[src/rtl/cmp_arbiter.sv]
// cmp_arbiter: shares one combinational comparator between the ID-stage
// branch unit (port 0) and the EX-stage set/compare unit (port 1).
// Each transaction takes IDLE -> ISSUE -> RESP; the comparator result is
// captured at the end of ISSUE and held until the owner takes it.
module cmp_arbiter #(
  parameter int WIDTH = 32
) (
  input  logic             clk,
  input  logic             rst_n,
  // port 0: ID-stage branch
  input  logic             req_valid_0,
  output logic             req_ready_0,
  input  logic [WIDTH-1:0] req_a_0,
  input  logic [WIDTH-1:0] req_b_0,
  input  logic [3:0]       req_op_0,
  input  logic             req_usigned_0,
  output logic             rsp_valid_0,
  input  logic             rsp_ready_0,
  output logic [WIDTH-1:0] rsp_data_0,
  // port 1: EX-stage set/compare
  input  logic             req_valid_1,
  output logic             req_ready_1,
  input  logic [WIDTH-1:0] req_a_1,
  input  logic [WIDTH-1:0] req_b_1,
  input  logic [3:0]       req_op_1,
  input  logic             req_usigned_1,
  output logic             rsp_valid_1,
  input  logic             rsp_ready_1,
  output logic [WIDTH-1:0] rsp_data_1,
  // shared comparator
  output logic [WIDTH-1:0] cmp_a,
  output logic [WIDTH-1:0] cmp_b,
  output logic [3:0]       cmp_op,
  output logic             cmp_usigned,
  input  logic [WIDTH-1:0] cmp_c,
  // control / status
  input  logic             flush,
  output logic             busy
);

  typedef enum logic [1:0] {IDLE, ISSUE, RESP} state_t;

  state_t           state;
  logic             owner;
  logic             last_grant;
  logic [WIDTH-1:0] a_q, b_q, res_q;
  logic [3:0]       op_q;
  logic             us_q;

  logic [1:0]       vld, gnt;
  logic             acc0, acc1, kill, done;

  // round-robin pick: lone requester wins, a tie goes to the port not granted last
  always_comb begin
    vld = {req_valid_1, req_valid_0};
    gnt = vld;
    if (vld == 2'b11) gnt = last_grant ? 2'b01 : 2'b10;
  end

  // rst_n gates ready so nothing looks acceptable while reset is held
  assign req_ready_0 = rst_n && (state == IDLE) && gnt[0] && !flush;
  assign req_ready_1 = rst_n && (state == IDLE) && gnt[1];
  assign acc0        = req_valid_0 && req_ready_0;
  assign acc1        = req_valid_1 && req_ready_1;

  // a flush only kills work owned by the branch port
  assign kill        = flush && !owner && (state != IDLE);

  // flush suppresses port-0 response in the very cycle it arrives
  assign rsp_valid_0 = (state == RESP) && !owner && !flush;
  assign rsp_valid_1 = (state == RESP) && owner;
  assign done        = (rsp_valid_0 && rsp_ready_0) || (rsp_valid_1 && rsp_ready_1);
  assign rsp_data_0  = rsp_valid_0 ? res_q : '0;
  assign rsp_data_1  = rsp_valid_1 ? res_q : '0;

  // comparator always sees the operand registers; only ISSUE matters to it
  assign cmp_a       = a_q;
  assign cmp_b       = b_q;
  assign cmp_op      = op_q;
  assign cmp_usigned = us_q;
  assign busy        = (state != IDLE);

  // transaction FSM with operand/result capture
  always_ff @(posedge clk or negedge rst_n) begin
    if (!rst_n) begin
      state      <= IDLE;
      owner      <= 1'b0;
      last_grant <= 1'b1;
      a_q        <= '0;
      b_q        <= '0;
      op_q       <= '0;
      us_q       <= 1'b0;
      res_q      <= '0;
    end else begin
      case (state)
        IDLE: begin
          if (acc0) begin
            a_q        <= req_a_0;
            b_q        <= req_b_0;
            op_q       <= req_op_0;
            us_q       <= req_usigned_0;
            owner      <= 1'b0;
            last_grant <= 1'b0;
            state      <= ISSUE;
          end else if (acc1) begin
            a_q        <= req_a_1;
            b_q        <= req_b_1;
            op_q       <= req_op_1;
            us_q       <= req_usigned_1;
            owner      <= 1'b1;
            last_grant <= 1'b1;
            state      <= ISSUE;
          end
        end
        ISSUE: begin
          if (kill) state <= IDLE;
          else begin
            res_q <= cmp_c;
            state <= RESP;
          end
        end
        RESP: begin
          if (kill || done) state <= IDLE;
        end
        default: state <= IDLE;
      endcase
    end
  end

endmodule

[config.mk]
export PLATFORM = sky130hd
export DESIGN_NAME = cmp_arbiter
export DESIGN_NICKNAME = d
export VERILOG_FILES = /design/src/rtl/cmp_arbiter.sv
export SDC_FILE = /design/constraint.sdc
export NUM_CORES = 1
export LEC_CHECK = 0
export ABC_AREA = 1
export CAP_MARGIN = 20
export CORE_ASPECT_RATIO = 0.9
export CORE_UTILIZATION = 35
export DETAILED_ROUTE_END_ITERATION = 6
export GPL_ROUTABILITY_DRIVEN = 0
export PLACE_DENSITY = 0.87
export SYNTH_ARGS = -nofsm -noshare
export SYNTH_HDL_FRONTEND = slang
export SYNTH_SLANG_ARGS = --single-unit
[constraint.sdc]
create_clock -name clk -period 1.6 [get_ports clk]
set_clock_uncertainty 0.15 [all_clocks]
set_input_delay 0.32 -clock clk [delete_from_list [all_inputs] [get_ports clk]]
set_output_delay 0.32 -clock clk [all_outputs]
set_load 0.01 [all_outputs]
**Signal wires on met1**

Bar = 50 um. Supply wires on this layer in gray.
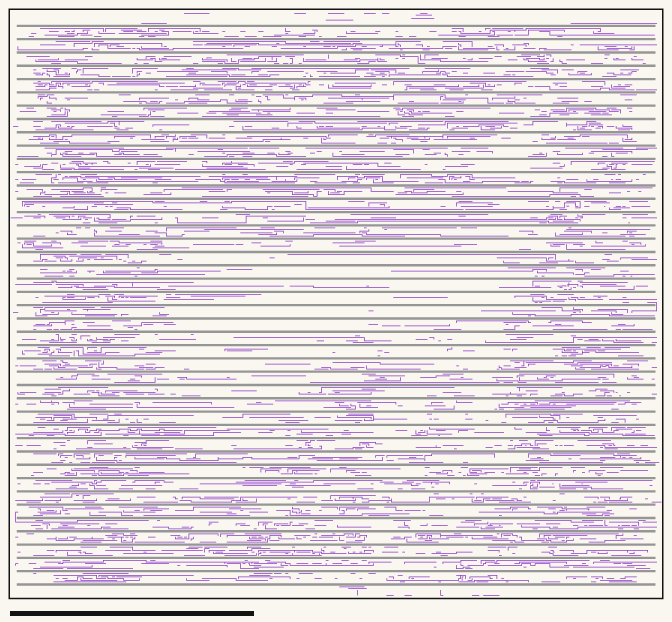
The longest straight run is 54.7 um. The wires run mostly horizontal.
routed wire length: 29.2 mm
overall via count from detail_route: 7280
global routing met1 resource utilization: 34.6%

**Signal wires on met2**

Cells faint in the background.
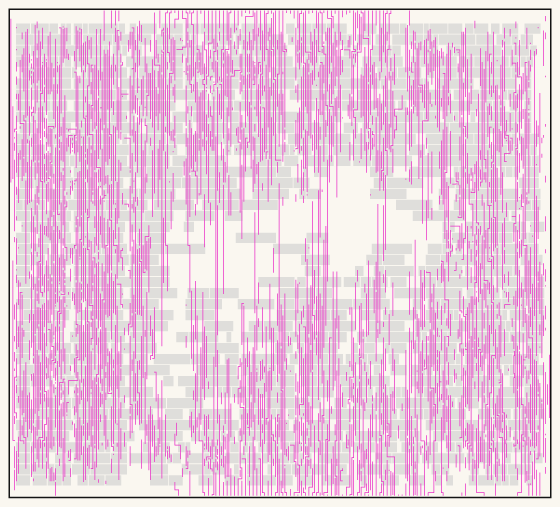
The longest straight run is 67.0 um. The layer holds 51% of the routed length. 1194 nets have wire on it.

**Met3 routing**

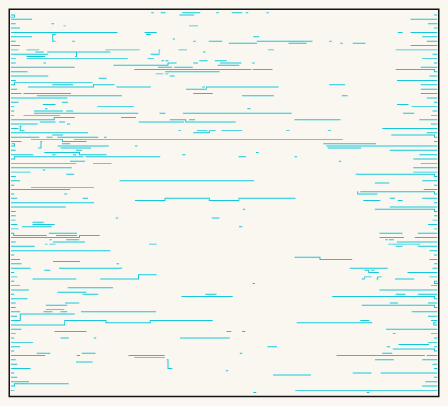
The layer carries 2650 um of wire. The longest straight run is 83.5 um. 286 nets have wire on it. The wires run mostly horizontal.
routing usage on met3: 7.38%

**Metal 4**

Bar = 50 um. Supply wires on this layer in gray.
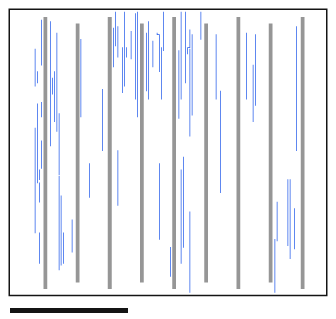
The longest straight run is 52.4 um. 51 nets have wire on it. The layer holds 5.1% of the routed length. The wires run mostly vertical.

==> results.cfg <==
; physical design summary
[run_status]
run_status = finished, violations left
failing_checks = negative hold slack, negative setup slack

[worst_setup_path]
crit_path_start = state[0]
regToRegSetupSlack_ns = -0.38
r2r_start = state[0]
cells_along_the_critical_path = nor2_2 -> buf_6 -> nand3_4 -> buf_12 -> nor2_2 -> buf_2
endpoint_of_the_most_critical_register_to_register_path = cmp_b[31]
timing.critical_path.slowest_cell_delay_ns = 0.41
worstPathRequired_ns = 1.13
critPathLaunchType = register
cp_capture_type = output port
critPathBufInv = 3
cp_top_family = buffers and inverters
slowest_stage = sky130_fd_sc_hd__dfrtp_1
crit_path_dat_ns = 1.62
crit_path_frequent_cell = sky130_fd_sc_hd__nor2_2
worst-path-stages = 6
crit_end = rsp_data_0[10]
critPathMaxFanout = 17

[layout]
num-nets-final = 1317
area_dominant_class = buffers
num-fill-cells = 818
area_growth_pct = 123
final-nonclk-buf-share_pct = 42.1
numSequentialCells = 105
combAreaFraction_pct = 30.1
finalCoreUtilization_pct = 81.0
clock_cell_area_share_pct = 2.57
most_used_cells_in_the_layout_excluding_fill_and_tap_cells = 175 x sky130_fd_sc_hd__clkdlybuf4s50_1, 136 x sky130_fd_sc_hd__nand2_1, 104 x sky130_fd_sc_hd__dfrtp_1
seq_share_pct = 21.7
final_layout_top_logic_cell = sky130_fd_sc_hd__clkdlybuf4s50_1
final_layout_size_suffix_gt1_share_pct = 40.3
nonClockBufferCount = 418
multi_input_comb_area_um2 = 3640
filler_free_cell_count_of_the_finished_design = 1343
post-route-cell-area_um2 = 12100
multiInputCombCellCount = 563
inv_count = 43
num_antenna_cells = 0

[clock_network]
num_clock_sinks = 105
cts.htree.levels = 3
clk_pin_slew_worst_paths_ns = 0.07
tritoncts.num_buffers = 9
cts_tree = built
insertion_delay_ns = 0.35
clockRootBuffer = sky130_fd_sc_hd__clkbuf_16
clock_path_buffers = 2
post_cts_buffers = 27

[power]
power_per_cell_area_nw_per_um2 = 1370
p_sw_share_pct = 40.6
powerComb_mw = 9.59
top_power_group = combinational cells
ir_worst_vdd_mv = 0.687
power.share.combinational_pct = 57.9
share_seq_of_total_power_pct = 27.9
clock_network_fraction_of_design_power_pct = 14.2
finalPower_mw = 16.6
sequential_group_power_mw = 4.62
power.leakage_nw = 6.63
power.switching_mw = 6.73

[synthesis]
synth.cells.most_frequent = 284 x sky130_fd_sc_hd__nand2_1, 142 x sky130_fd_sc_hd__nand3_1, 104 x sky130_fd_sc_hd__dfrtp_1
synth-cells-yosys = 768
dominant_kind_of_combinational_cell = simple AND/OR/NAND/NOR gates
yosys.stat.chipArea_um2 = 5430
fp_nets = 945
yosys.area_share.simple_pct = 40.2
ff_type = sky130_fd_sc_hd__dfrtp_1
postSynthCellCount = 768
netlist_top_cells_area = sky130_fd_sc_hd__dfrtp_1 48%, sky130_fd_sc_hd__nand2_1 20%, sky130_fd_sc_hd__nand3_1 13%, sky130_fd_sc_hd__nor2_1 6.8%, sky130_fd_sc_hd__buf_2 3.1%
number_of_synthesized_flops_with_an_enable_pin = 0
asyncSetResetFlopFracSynth_pct = 100
yosys.area.top_type_share_pct = 47.9
proportion_of_synthesized_chip_area_in_sequential_cells_pct = 48.4
syn-cell-area_um2 = 5430
yosys_warnings = 0
yosys.area_share.aoi_pct = 3.13
postSynthAreaPerCell_um2 = 7.08
xor_area_share_pct = 0
count_leader_synth = sky130_fd_sc_hd__nand2_1
synthMuxAreaShare_pct = 0
synth_area_leader_cell = sky130_fd_sc_hd__dfrtp_1

[run]
maxCapViolCount = 0

[sta]
worst_pin_slew_ns = 0.502
timing.final.crit_period_ns = 2.09
whs_ns = -0.111
timing.max_slew.rel_slack_pct = 66.5
clock.fmax_ghz = 0.478
setup_viol = 141
worst_slack_ns = -0.493
sum_of_negative_setup_slack_ns = -46.18
finalCritPeriodShare_pct = 131
rsz0062_at_grt = true
timing.final.hold_violations = 31

[die]
placementRows = 42
boundaryPins = 315
initial_util_pct = 36.4
chip_area_um2 = 16000
die_w_um = 133
chipHeight_um = 120
num_tap_cells = 198

[drt]
dr_wl_met3_mm = 2.65
drt_iter0_markers = 431
viasPerCell = 5.42
wire_per_inst_um = 21.8
met1_length_mm = 10.1
drt_first_pass_iters = 5
antenna_violating_nets_post_route = 0
wl_met2_mm = 15.0
top_signal_layer_used = met4

[global_route]
grt_pass1_vias = 6687
initial_antenna_violation_count = 0
grt_start_max_net_pins = 40
global_route.overflow_total = 0
grt_busiest_layer = met2
grt_pass1_wl_mm = 35.9
met2_usage_pct = 51.7
grt.total_usage_pct = 29.4

[placed_design]
post-dp-hpwl_mm = 14.0
io_buffers = 314
pre_cts_slack_ns = -0.704
dpl_cell_area_um2 = 9010
post-place-cells = 1261
